===== src/rtl/l1_addr_gen.sv =====
// L1 loop-nest address sequencer: walks batch / N-group / 2x2 output tile / kx / ky / IC-group
// and issues one paired weight/activation buffer read per accepted beat.
module l1_addr_gen #(
  parameter int WEI_ADDR_W = 10,
  parameter int ACT_ADDR_W = 12,
  parameter int DIM_W      = 8,
  parameter int N_TILE     = 16,
  parameter int IC_TILE    = 3,
  parameter int OUT_TILE   = 2
)(
  input  logic                  core_clk,
  input  logic                  rst,
  input  logic                  start,
  input  logic [DIM_W-1:0]      cfg_x,
  input  logic [DIM_W-1:0]      cfg_y,
  input  logic [DIM_W-1:0]      cfg_fkx,
  input  logic [DIM_W-1:0]      cfg_fky,
  input  logic [DIM_W-1:0]      cfg_ic,
  input  logic [DIM_W-1:0]      cfg_nc,
  input  logic [DIM_W-1:0]      cfg_batch,
  input  logic [DIM_W-1:0]      cfg_stride,
  input  logic                  addr_ready,
  output logic                  addr_valid,
  output logic                  wei_read_en,
  output logic [WEI_ADDR_W-1:0] wei_read_addr,
  output logic                  act_read_en,
  output logic [ACT_ADDR_W-1:0] act_read_addr,
  output logic                  tile_first,
  output logic                  tile_last,
  output logic                  busy,
  output logic                  done,
  output logic                  cfg_err
);
  localparam int AW  = 2*ACT_ADDR_W;
  localparam int DW1 = DIM_W+1;
  localparam logic [DIM_W-1:0] ONE  = DIM_W'(1);
  localparam logic [DIM_W-1:0] STEP = DIM_W'(OUT_TILE);

  typedef enum logic [1:0] {S_IDLE, S_CALC, S_RUN, S_DONE} state_t;
  state_t state;

  logic [DIM_W-1:0] r_x, r_y, r_fkx, r_fky, r_ic, r_nc, r_b, r_s;
  logic [DIM_W-1:0] ox, oy, icg, ngn;
  logic [DIM_W-1:0] bb, ng, xx, yy, kx, ky, ig;

  logic cfg_bad;
  logic [DW1-1:0] icg_c, ng_c;
  logic ig_w, ky_w, kx_w, yy_w, xx_w, ng_w, bb_w;
  logic c_ky, c_kx, c_yy, c_xx, c_ng, c_bb, fire;

  always_comb begin
    cfg_bad = (r_x == '0) | (r_y == '0) | (r_fkx == '0) | (r_fky == '0) |
              (r_ic == '0) | (r_nc == '0) | (r_b == '0) | (r_s == '0) |
              (r_fkx > r_x) | (r_fky > r_y);
    icg_c = (DW1'(r_ic) + DW1'(IC_TILE-1)) / DW1'(IC_TILE);
    ng_c  = (DW1'(r_nc) + DW1'(N_TILE-1)) / DW1'(N_TILE);
  end

  // Each loop level wraps when it and every level inside it are at their last value.
  always_comb begin
    ig_w = (ig == icg - ONE);
    ky_w = (ky == r_fky - ONE);
    kx_w = (kx == r_fkx - ONE);
    yy_w = (DW1'(yy) + DW1'(OUT_TILE)) >= DW1'(oy);
    xx_w = (DW1'(xx) + DW1'(OUT_TILE)) >= DW1'(ox);
    ng_w = (ng == ngn - ONE);
    bb_w = (bb == r_b - ONE);
    c_ky = ig_w & ky_w;
    c_kx = c_ky & kx_w;
    c_yy = c_kx & yy_w;
    c_xx = c_yy & xx_w;
    c_ng = c_xx & ng_w;
    c_bb = c_ng & bb_w;
    fire = addr_valid & addr_ready;
  end

  assign wei_read_en   = fire;
  assign act_read_en   = fire;
  assign busy          = (state != S_IDLE);
  assign tile_first    = addr_valid & (kx == '0) & (ky == '0) & (ig == '0);
  assign tile_last     = addr_valid & c_kx;
  assign wei_read_addr = WEI_ADDR_W'(((AW'(ng)*AW'(r_fkx) + AW'(kx))*AW'(r_fky) + AW'(ky))*AW'(icg) + AW'(ig));
  assign act_read_addr = ACT_ADDR_W'(((AW'(bb)*AW'(r_x) + AW'(xx)*AW'(r_s) + AW'(kx))*AW'(r_y)
                                      + AW'(yy)*AW'(r_s) + AW'(ky))*AW'(icg) + AW'(ig));

  always_ff @(posedge core_clk) begin
    if (rst) begin
      state <= S_IDLE;
      addr_valid <= 1'b0; done <= 1'b0; cfg_err <= 1'b0;
      r_x <= '0; r_y <= '0; r_fkx <= '0; r_fky <= '0;
      r_ic <= '0; r_nc <= '0; r_b <= '0; r_s <= '0;
      ox <= '0; oy <= '0; icg <= '0; ngn <= '0;
      bb <= '0; ng <= '0; xx <= '0; yy <= '0; kx <= '0; ky <= '0; ig <= '0;
    end else begin
      case (state)
        S_IDLE: begin
          done <= 1'b0;
          if (start) begin
            r_x <= cfg_x; r_y <= cfg_y; r_fkx <= cfg_fkx; r_fky <= cfg_fky;
            r_ic <= cfg_ic; r_nc <= cfg_nc; r_b <= cfg_batch; r_s <= cfg_stride;
            cfg_err <= 1'b0;
            state <= S_CALC;
          end
        end
        S_CALC: begin
          bb <= '0; ng <= '0; xx <= '0; yy <= '0; kx <= '0; ky <= '0; ig <= '0;
          if (cfg_bad) begin
            cfg_err <= 1'b1;
            done <= 1'b1;
            state <= S_DONE;
          end else begin
            ox  <= (r_x - r_fkx) / r_s + ONE;
            oy  <= (r_y - r_fky) / r_s + ONE;
            icg <= DIM_W'(icg_c);
            ngn <= DIM_W'(ng_c);
            addr_valid <= 1'b1;
            state <= S_RUN;
          end
        end
        S_RUN: begin
          if (fire) begin
            ig <= ig_w ? '0 : ig + ONE;
            if (ig_w) ky <= c_ky ? '0 : ky + ONE;
            if (c_ky) kx <= c_kx ? '0 : kx + ONE;
            if (c_kx) yy <= c_yy ? '0 : yy + STEP;
            if (c_yy) xx <= c_xx ? '0 : xx + STEP;
            if (c_xx) ng <= c_ng ? '0 : ng + ONE;
            if (c_ng) bb <= c_bb ? '0 : bb + ONE;
            if (c_bb) begin
              addr_valid <= 1'b0;
              done <= 1'b1;
              state <= S_DONE;
            end
          end
        end
        default: begin
          done <= 1'b0;
          state <= S_IDLE;
        end
      endcase
    end
  end
endmodule

===== config.mk =====
export PLATFORM = sky130hd
export DESIGN_NAME = l1_addr_gen
export DESIGN_NICKNAME = d
export VERILOG_FILES = /design/src/rtl/l1_addr_gen.sv
export SDC_FILE = /design/constraint.sdc
export NUM_CORES = 2
export LEC_CHECK = 0
export CELL_PAD_IN_SITES_DETAIL_PLACEMENT = 0
export CELL_PAD_IN_SITES_GLOBAL_PLACEMENT = 1
export CORE_MARGIN = 5
export CORE_UTILIZATION = 30
export CTS_CLUSTER_DIAMETER = 40
export DETAILED_ROUTE_END_ITERATION = 12
export DONT_BUFFER_PORTS = 1
export PLACE_DENSITY = 0.6
export SKIP_LAST_GASP = 1
export SYNTH_ARGS = -nofsm -noshare
export SYNTH_HDL_FRONTEND = slang
export SYNTH_SLANG_ARGS = --single-unit
export TNS_END_PERCENT = 5

===== constraint.sdc =====
create_clock -name core_clk -period 17.11 [get_ports core_clk]
set_input_delay 4.2775 -clock core_clk [delete_from_list [all_inputs] [get_ports core_clk]]
set_output_delay 4.2775 -clock core_clk [all_outputs]
set_load 0.01 [all_outputs]

layers.png
Drawn at 1.5 px/um.
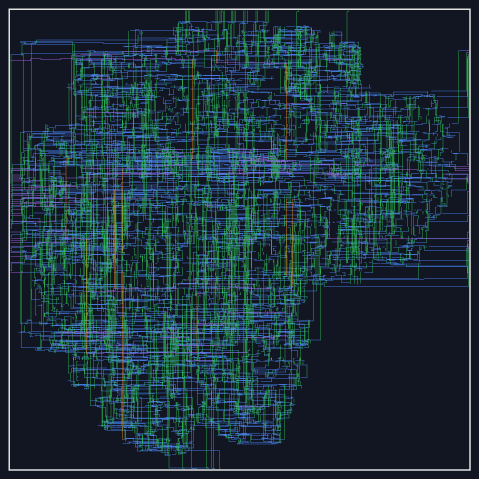
M3: in purple, wire length 2770 um. M2: in green, wire length 33.4 mm. M1: in blue, wire length 36.9 mm. M4: in orange, wire length 1010 um.
Total Wirelength: 74.1 mm
per-cell routed wire length: 17.1 um
detailed-route via count: 20300

floorplan.png
Drawn at 1 px/um. Pins as bars on the die edge.
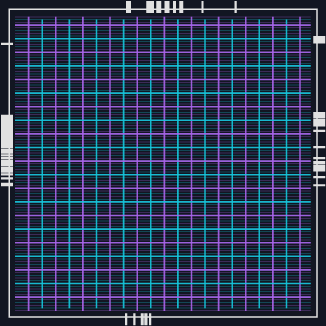
VDD: in cyan. VSS: in purple.
98 signal pins sit on the boundary. 109 met1 rails follow the rows.

==> reports/qor.csv <==
stage,metric,value,unit
status,outcome,finished clean,
placed_design,detailed placer's ending HPWL,59.8,mm
drt,drt drc,0,
cts,hold buffers post-CTS,0,
global_route,vias in the first global route,20700,
synth,"Seq share, synth",0.116,
synth,Yosys warning count,0,
synth,Yosys cell types,86,
setup_path,startpoint types,register,
floorplanning,IO Count,98,
placed_design,placed cells,4297,
synth,commonest cells in the netlist,"inv_1 (455), nand2_1 (367), ha_1 (312), fa_1 (304), and2_1 (283)",
placed_design,pre-CTS setup slack,727,ps
drt,First-pass DRT Iterations,5,
finish,Layout area overhead,8.94,%
synth,ys cells,3198,
sta,setup violators final,0,
cts,H-Tree Depth,4,
setup_path,family with the most delay on the worst path,adder cells,
floorplanning,full die area,93700,sq um
synth,synthesis area per yosys,26300,sq um
global_route,first-pass GRT wire length,119,mm
floorplanning,core footprint,86900,sq um
synth,"Avg Cell Area, Syn",8.23,sq um
floorplanning,FP Rows,108,
sta,final tally of max-slew violations,0,
sta,post-route minimum period,16550,ps
synth,number of synthesized flops with an enable pin,0,
sta,Final WS setup,558,ps
sta,f_max,60.4,MHz
floorplanning,Die Wd,306,um
setup_path,worst r2r path cells,67,
global_route,initial antenna violation count,1,
setup_path,data arrival time of the critical path,12270,ps
floorplanning,initial core utilization,0.303,
synth,"count leader, synth",inv_1,
finish,Layout Cell Area excl Fill,28700,sq um
floorplanning,Vert. Die Dim,306,um
synth,fraction of registers with async set/reset,0,
placed_design,Port-buffer cells,0,
setup_path,"Req. time, crit path",12830,ps
placed_design,Routability Congestion,0.839,
setup_path,crit end category,output pin,
finish,share of cells above drive strength 1,0.0610,
placed_design,placement-stage cell area,27800,sq um
drt,Routed Antenna Nets,0,
drt,Vias/cell,4.68,
synth,#FFs+latches synth,152,
finish,Layout Cells excl Fill,4336,
sta,final hold viol count,0,
finish,nets,3853,
cts,clk root buf,clkbuf_16,
synth,Cells after Synth,3198,
synth,Mapped Area,26300,sq um
global_route,gr usage total,0.160,
cts,CTS tree,built,
global_route,largest net degree at the start of global routing,146,
synth,Most common reg cell,dfxtp_1,
job,OpenROAD warning count,50,
job,maxcap violations,0,
global_route,GRT overflow,0,
drt,initial DRC count,1121,
setup_path,CP Class,register to output pin,
setup_path,critical path depth,44,
sta,Tcrit/Tclk final,0.967,
setup_path,Most common cell on crit path,fa_1,
setup_path,CP peak stage delay,560,ps
cts,clock transition at the registers of the reported paths,70,ps
clock_wires.png
Drawn at 1 px/um.
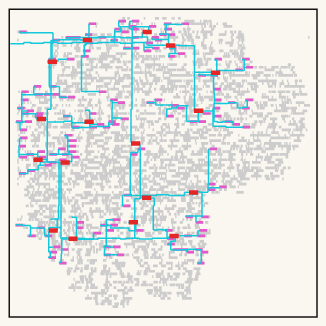
clock-net drivers: in red, count 17. clock wires: in cyan, length 3120 um. flip-flops: in magenta, count 152.
There are 18 routed clock nets.
clk_skew: 26.8 ps

clock_nets.png
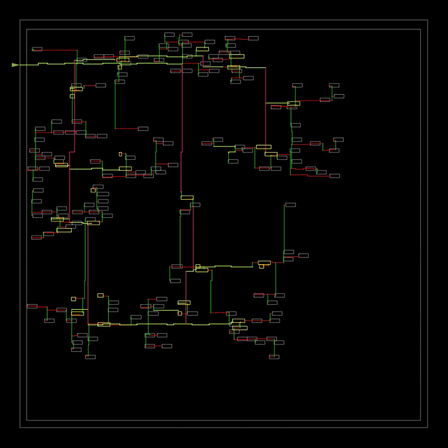
clk latency late pin: 510 ps
Seq cells: 152
TritonCTS Buffers: 17
CTS sink cnt: 152
clkbuf count: 17

[metal layers]
layer / global-route usage / wire length, um / vias to the layer above
met5: 0 / 0 / -
met4: 0.0301 / 1010 / 0
met3: 0.0257 / 2770 / 37
met2: 0.256 / 33400 / 267
met1: 0.231 / 36900 / 9763
li1: - / - / 10200
[worst reg2reg max path: cells and delay by family (launching register included)]
kind / cells / cell delay [ps]
and+or+nand+nor: 13 / 2780
adders and majority gates: 10 / 3000
buffers and inverters: 3 / 560
DFF: 1 / 590
xor gates and xnor gates: 1 / 220
AOI/OAI and AO/OA: 38 / 7210
muxes: 2 / 810
[cell type report]
type,instances,area [sq um]
fillers,9281,58200
flip-flops and latches,152,3060
repair buffers,68,510
well taps,1155,1450
clock buffers,17,425
diodes,1,2.50
inverters,457,1720
multi-input cells,2473,21300
clock inverters,13,195
[path summary, 6_finish.rpt]
path                               from                    to  slack (ps)
setup / recovery     bb[1]$_SDFFE_PP0P_     act_read_addr[11]         560
hold / removal     r_nc[3]$_SDFFE_PP0P_  r_nc[3]$_SDFFE_PP0P_         460
setup reg to reg  r_fkx[1]$_SDFFE_PP0P_    ox[6]$_SDFFE_PP0P_        1810
hold reg to reg    r_nc[3]$_SDFFE_PP0P_  r_nc[3]$_SDFFE_PP0P_         460
[through the flow]
stage / util / TNS, ps / hold slack [ps]
final: 0.330 / 0 / 462
after global routing: 0.330 / -26.9 / 479
after CTS: 0.327 / 0 / 463
after detailed placement: 0.319 / 0 / 452
after global placement: 0.319 / 0 / 446
after floorplan: - / 0 / 436
[cell usage in the layout (no fill, tap or decap), types with 18 or more instances in the layout]
cell / Yosys / routed
a211oi_1: 22 / 22
a21o_1: 36 / 36
a21oi_1: 188 / 180
and2_1: 283 / 282
and3_1: 22 / 22
buf_4: 4 / 68
dfxtp_1: 152 / 140
fa_1: 304 / 304
ha_1: 312 / 305
inv_1: 455 / 455
mux2_2: 24 / 24
mux2i_1: 18 / 18
nand2_1: 367 / 366
nand3_1: 37 / 37
nand4_1: 19 / 19
nor2_1: 181 / 179
nor2b_1: 22 / 22
nor3_1: 52 / 51
nor4_1: 19 / 19
o21a_1: 45 / 45
o21ai_0: 79 / 78
xnor2_1: 178 / 169
xor2_1: 74 / 72
[kinds of logic after synthesis]
kind of cell / count (synthesis) / share of synthesized area
simple gates: 1069 / 0.201
fa+ha+maj: 616 / 0.380
buf+inv: 580 / 0.0840
compound gates: 482 / 0.116
xor+xnor: 256 / 0.0871
flops: 152 / 0.116
mux: 42 / 0.0171
other cells: 1 / 0.000143
[timing repair]
action	in CTS	in global routing
gates resized	0	45
setup buffers	0	8
setup endpoints to repair	0	1
